--- src/rtl/vital_level_tracker.sv ---
// vital_level_tracker
//   Holds the saturating energy and stress levels that feed the physical
//   state controller. Controller requests (en_inc / en_dec / st_dec) are
//   applied once per prescaled tick. External stress events are applied
//   in the cycle they arrive. Each level is quantised into a 2-bit band
//   indicator with hysteresis so that the sleep/wake decisions downstream
//   do not chatter around a boundary.
//
// Ports
//   clk, rst_n        system clock, asynchronous active-low reset
//   en_inc, en_dec    energy increase / decrease requests (tick-gated)
//   st_dec            stress decay request (tick-gated)
//   st_event          stressor pulse, one event per high cycle
//   freeze            holds the prescaler and all tick-based updates
//   energy_level      current energy (WIDTH bits)
//   stress_level      current stress (WIDTH bits)
//   energy_indicator  quantised energy band (0..3)
//   stress_indicator  quantised stress band (0..3)
//   tick              one-cycle update pulse
module vital_level_tracker #(
  parameter int WIDTH         = 8,
  parameter int PRESCALE      = 16,
  parameter int ENERGY_INIT   = 192,
  parameter int EN_INC_STEP   = 2,
  parameter int EN_DEC_STEP   = 1,
  parameter int ST_DEC_STEP   = 1,
  parameter int ST_EVENT_STEP = 64,
  parameter int HYST          = 4
) (
  input  logic             clk,
  input  logic             rst_n,
  input  logic             en_inc,
  input  logic             en_dec,
  input  logic             st_dec,
  input  logic             st_event,
  input  logic             freeze,
  output logic [WIDTH-1:0] energy_level,
  output logic [WIDTH-1:0] stress_level,
  output logic [1:0]       energy_indicator,
  output logic [1:0]       stress_indicator,
  output logic             tick
);

  localparam int PW      = (PRESCALE > 1) ? $clog2(PRESCALE) : 1;
  localparam int SW      = WIDTH + 2;
  localparam int QUARTER = 1 << (WIDTH - 2);

  typedef logic signed [SW-1:0] sval_t;

  localparam logic [PW-1:0] PRESC_LAST = PW'(PRESCALE - 1);
  localparam sval_t         LEVEL_MAX  = sval_t'((1 << WIDTH) - 1);
  localparam sval_t         INC_S      = sval_t'(EN_INC_STEP);
  localparam sval_t         DEC_S      = sval_t'(EN_DEC_STEP);
  localparam sval_t         ST_DEC_S   = sval_t'(ST_DEC_STEP);
  localparam sval_t         ST_EVT_S   = sval_t'(ST_EVENT_STEP);

  // Saturate a signed working value back into the unsigned level range.
  function automatic logic [WIDTH-1:0] clamp_level(input sval_t v);
    if (v < 0)              return '0;
    else if (v > LEVEL_MAX) return '1;
    else                    return v[WIDTH-1:0];
  endfunction

  // Number of band boundaries k*QUARTER (k=1..3), lowered by hyst, that lvl reaches.
  function automatic logic [1:0] band_of(input int lvl, input int hyst);
    logic [1:0] n;
    n = '0;
    for (int k = 1; k <= 3; k++) begin
      if (lvl >= k * QUARTER - hyst) n = n + 2'd1;
    end
    return n;
  endfunction

  // Rise as soon as the up-band exceeds the current band; fall only once the
  // level has dropped HYST below the boundary. Multi-band moves take one step.
  function automatic logic [1:0] next_band(input logic [1:0] cur, input int lvl);
    logic [1:0] up;
    logic [1:0] dn;
    up = band_of(lvl, 0);
    dn = band_of(lvl, HYST);
    if (up > cur)      return up;
    else if (dn < cur) return dn;
    else               return cur;
  endfunction

  localparam logic [1:0] E_IND_INIT = band_of(ENERGY_INIT, 0);

  logic [PW-1:0]    presc_q, presc_d;
  logic             tick_q, tick_d;
  logic [WIDTH-1:0] energy_q, energy_d;
  logic [WIDTH-1:0] stress_q, stress_d;
  logic [1:0]       e_ind_q, e_ind_d;
  logic [1:0]       s_ind_q, s_ind_d;
  sval_t            e_sum, s_sum;

  // NOTE: every always_comb output gets a default first, so no path can
  // leave it unassigned and infer a latch.
  always_comb begin
    presc_d = presc_q;
    tick_d  = 1'b0;
    if (!freeze) begin
      if (presc_q == PRESC_LAST) begin
        presc_d = '0;
        tick_d  = 1'b1;
      end else begin
        presc_d = presc_q + PW'(1);
      end
    end
  end

  always_comb begin
    e_sum = $signed({2'b00, energy_q});
    if (tick_q && en_inc) e_sum = e_sum + INC_S;
    if (tick_q && en_dec) e_sum = e_sum - DEC_S;
    energy_d = clamp_level(e_sum);

    s_sum = $signed({2'b00, stress_q});
    if (st_event)         s_sum = s_sum + ST_EVT_S;
    if (tick_q && st_dec) s_sum = s_sum - ST_DEC_S;
    stress_d = clamp_level(s_sum);

    // Indicators follow the registered levels, hence one cycle of lag.
    e_ind_d = next_band(e_ind_q, int'(energy_q));
    s_ind_d = next_band(s_ind_q, int'(stress_q));
  end

  // NOTE: sequential state uses non-blocking assignments only, so every flop
  // samples its pre-edge inputs regardless of block ordering.
  always_ff @(posedge clk or negedge rst_n) begin
    if (!rst_n) begin
      presc_q  <= '0;
      tick_q   <= 1'b0;
      energy_q <= WIDTH'(ENERGY_INIT);
      stress_q <= '0;
      e_ind_q  <= E_IND_INIT;
      s_ind_q  <= 2'b00;
    end else begin
      presc_q  <= presc_d;
      tick_q   <= tick_d;
      energy_q <= energy_d;
      stress_q <= stress_d;
      e_ind_q  <= e_ind_d;
      s_ind_q  <= s_ind_d;
    end
  end

  assign energy_level     = energy_q;
  assign stress_level     = stress_q;
  assign energy_indicator = e_ind_q;
  assign stress_indicator = s_ind_q;
  assign tick             = tick_q;

endmodule

--- config.mk ---
export PLATFORM = sky130hd
export DESIGN_NAME = vital_level_tracker
export DESIGN_NICKNAME = d
export VERILOG_FILES = /design/src/rtl/vital_level_tracker.sv
export SDC_FILE = /design/constraint.sdc
export NUM_CORES = 1
export LEC_CHECK = 0
export ABC_AREA = 1
export CAP_MARGIN = 15
export CORE_ASPECT_RATIO = 1.4
export CORE_MARGIN = 2
export CORE_UTILIZATION = 51
export CTS_CLUSTER_SIZE = 8
export DETAILED_ROUTE_END_ITERATION = 10
export HOLD_SLACK_MARGIN = 0.03
export PLACE_DENSITY = 0.77
export SYNTH_ARGS = -nofsm -noshare
export SYNTH_HDL_FRONTEND = slang
export SYNTH_SLANG_ARGS = --single-unit
--- constraint.sdc ---
create_clock -name clk -period 2.15 [get_ports clk]
set_clock_uncertainty 0.1 [all_clocks]
set_input_delay 0.43 -clock clk [delete_from_list [all_inputs] [get_ports clk]]
set_output_delay 0.43 -clock clk [all_outputs]
set_load 0.03 [all_outputs]
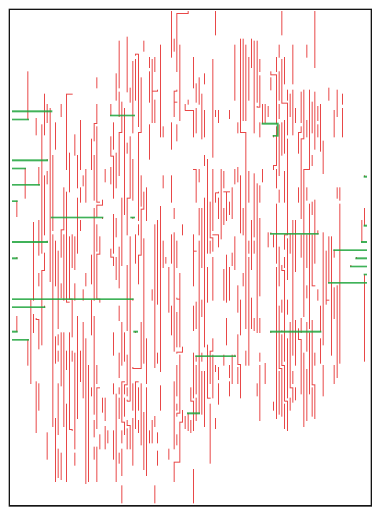
*Wiring by layer*
(6 px per um) Only two layers are drawn.
green -> M3  # wire length 116 um
red -> M2  # wire length 2890 um
wirelength, routed: 5.18 mm
Wirelength per Cell: 11.7 um
via count: 2143

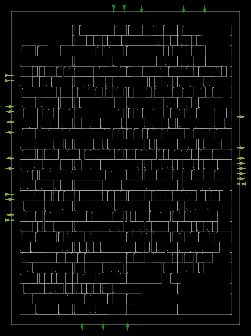
*Cell placement*
non-filler instance count after layout: 442
FFs & Latches: 25

==> results.json <==
{
  "inv_count": 65,
  "use_met3_pct": 2.80,
  "final_util_pct": 71.7,
  "p_seq_share_pct": 22.2,
  "hp-class": "in -> async",
  "place_congestion": 0.818,
  "cp_max_fo": 5,
  "cp_data_required_time_ns": 2.22,
  "yosysWarnings": 0,
  "finalCritPeriodShare_pct": 96.7,
  "grt_pass1_vias": 2111,
  "fin_setup_tns_ns": 0,
  "start_kind": "flop",
  "fp_nets": 342,
  "nWellTaps": 60,
  "layout_top_cell": "nand2_1",
  "sequentialPower_uw": 826,
  "pg_comb_mw": 2.59,
  "top_area_share_pct": 23.4,
  "top_usage_layer": "met2",
  "cts_resized": 4,
  "logic_area_um2": 1450,
  "top_power_group": "combinational cells",
  "setup_ws_ns": 0.0702,
  "cpMostUsedCell": "nand2_2",
  "switching_share_pct": 49.0,
  "aoi_share_pct": 7.24,
  "clockBufferDepth": 2,
  "nFillCells": 356,
  "drive_gt1_share_pct": 27.7,
  "synth-seq-cells": 25,
  "crit_buf_inv": 3,
  "slew_viol_final": 0,
  "report.final.hold_viol_count": 0,
  "cap_violations": 0,
  "adder_share_pct": 11.1,
  "met2_usage_pct": 41.5,
  "synth-area-yosys_um2": 2250,
  "fp_util_pct": 53.0,
  "warnings": 34,
  "area_growth_pct": 35.3,
  "dp.cells": 433,
  "ir_worst_vdd_mv": 1.10,
  "crit_type": "reg -> reg",
  "top_cell": "nand2_1",
  "die_y_um": 82.5,
  "status": "finished, final reports clean",
  "die-width_um": 60.1,
  "comb_share_pct": 47.6,
  "yosysSeqAreaShare_pct": 28.1,
  "worst_slew_pin_slew_ns": 0.341,
  "yosys-mux-area-fraction_pct": 0,
  "yosysTopAreaCell": "dfrtp_1",
  "fin_nets": 410,
  "total_power_mw": 3.71,
  "synth-edff-count": 0,
  "avgSynthCellArea_um2": 7.13,
  "cts.sinks": 25,
  "drtIter0Drc": 55,
  "regArea_um2": 636,
  "stdcell_area_um2": 3040,
  "met2_length_mm": 2.89,
  "place_area_um2": 2850,
  "yosys-top-cells-area": "dfrtp_1 (23%), nand2_1 (13%), ha_1 (11%), inv_1 (10%), nand3_1 (5.3%)",
  "postCtsSetupBuffers": 2,
  "synth.distinct_cells": 31,
  "coreArea_um2": 4240,
  "grt_usage_pct": 21.4,
  "grt_pass1_wl_mm": 8.25,
  "synth-simple-area-share_pct": 37.5,
  "sh_seq_area_pct": 20.9,
  "antenna_cells": 0,
  "maxUsedRoutingLayer": "met4",
  "slowest_stage": "dfrtp_2",
  "fmax_mhz": 481,
  "clk_share_pct": 1.61,
  "xor_share_pct": 4.29,
  "place_hpwl_mm": 3.93,
  "common_cells": "nand2_1 (76), inv_1 (62), nand3_1 (24), nor2_1 (24), dfrtp_1 (21)",
  "comb_power_share_pct": 69.8,
  "drc": 0,
  "drtPass1Iterations": 4,
  "p_per_area_nw_per_um2": 1220,
  "antenna_found_initial": 0,
  "ant_nets": 0,
  "crit_chain": "inv_2 > buf_6 > ha_2 > nand2_2 > ha_2 > o21ai_2 > inv_1 > ha_1 > nand2_1 > nand2_2 > nand2_2 > o21ai_2 > o21ai_1",
  "finalSetupViolations": 0,
  "grt_max_degree": 26,
  "globalRouteMet1Util_pct": 22.6
}
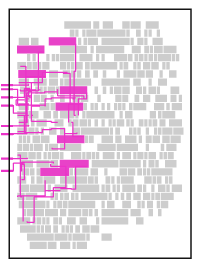
*I/O nets highlighted*
(3 px per um)
magenta -> stress_level  # bits 8, direction output, edge west, end cells 8, buffers 15, wire 455 um
# IOs: 28
# port buffers: 27

## path summary, 6_finish.rpt
check                                          start                              end  slack [ns]  depth (start not counted)
setup / recovery           stress_level[7]$_DFF_PN0_  stress_indicator[1]$_DFFE_PN0P_        0.07                         13
hold / removal                                 rst_n        stress_level[3]$_DFF_PN0_        0.39                          2
setup reg to reg           stress_level[7]$_DFF_PN0_  stress_indicator[1]$_DFFE_PN0P_        0.07                         13
hold reg to reg               presc_q[3]$_DFFE_PN0N_           presc_q[3]$_DFFE_PN0N_        0.40                          1
max in group asynchronous                      rst_n        energy_level[6]$_DFF_PN1_        1.27                          2
min in group clk              presc_q[3]$_DFFE_PN0N_           presc_q[3]$_DFFE_PN0N_        0.40                          1
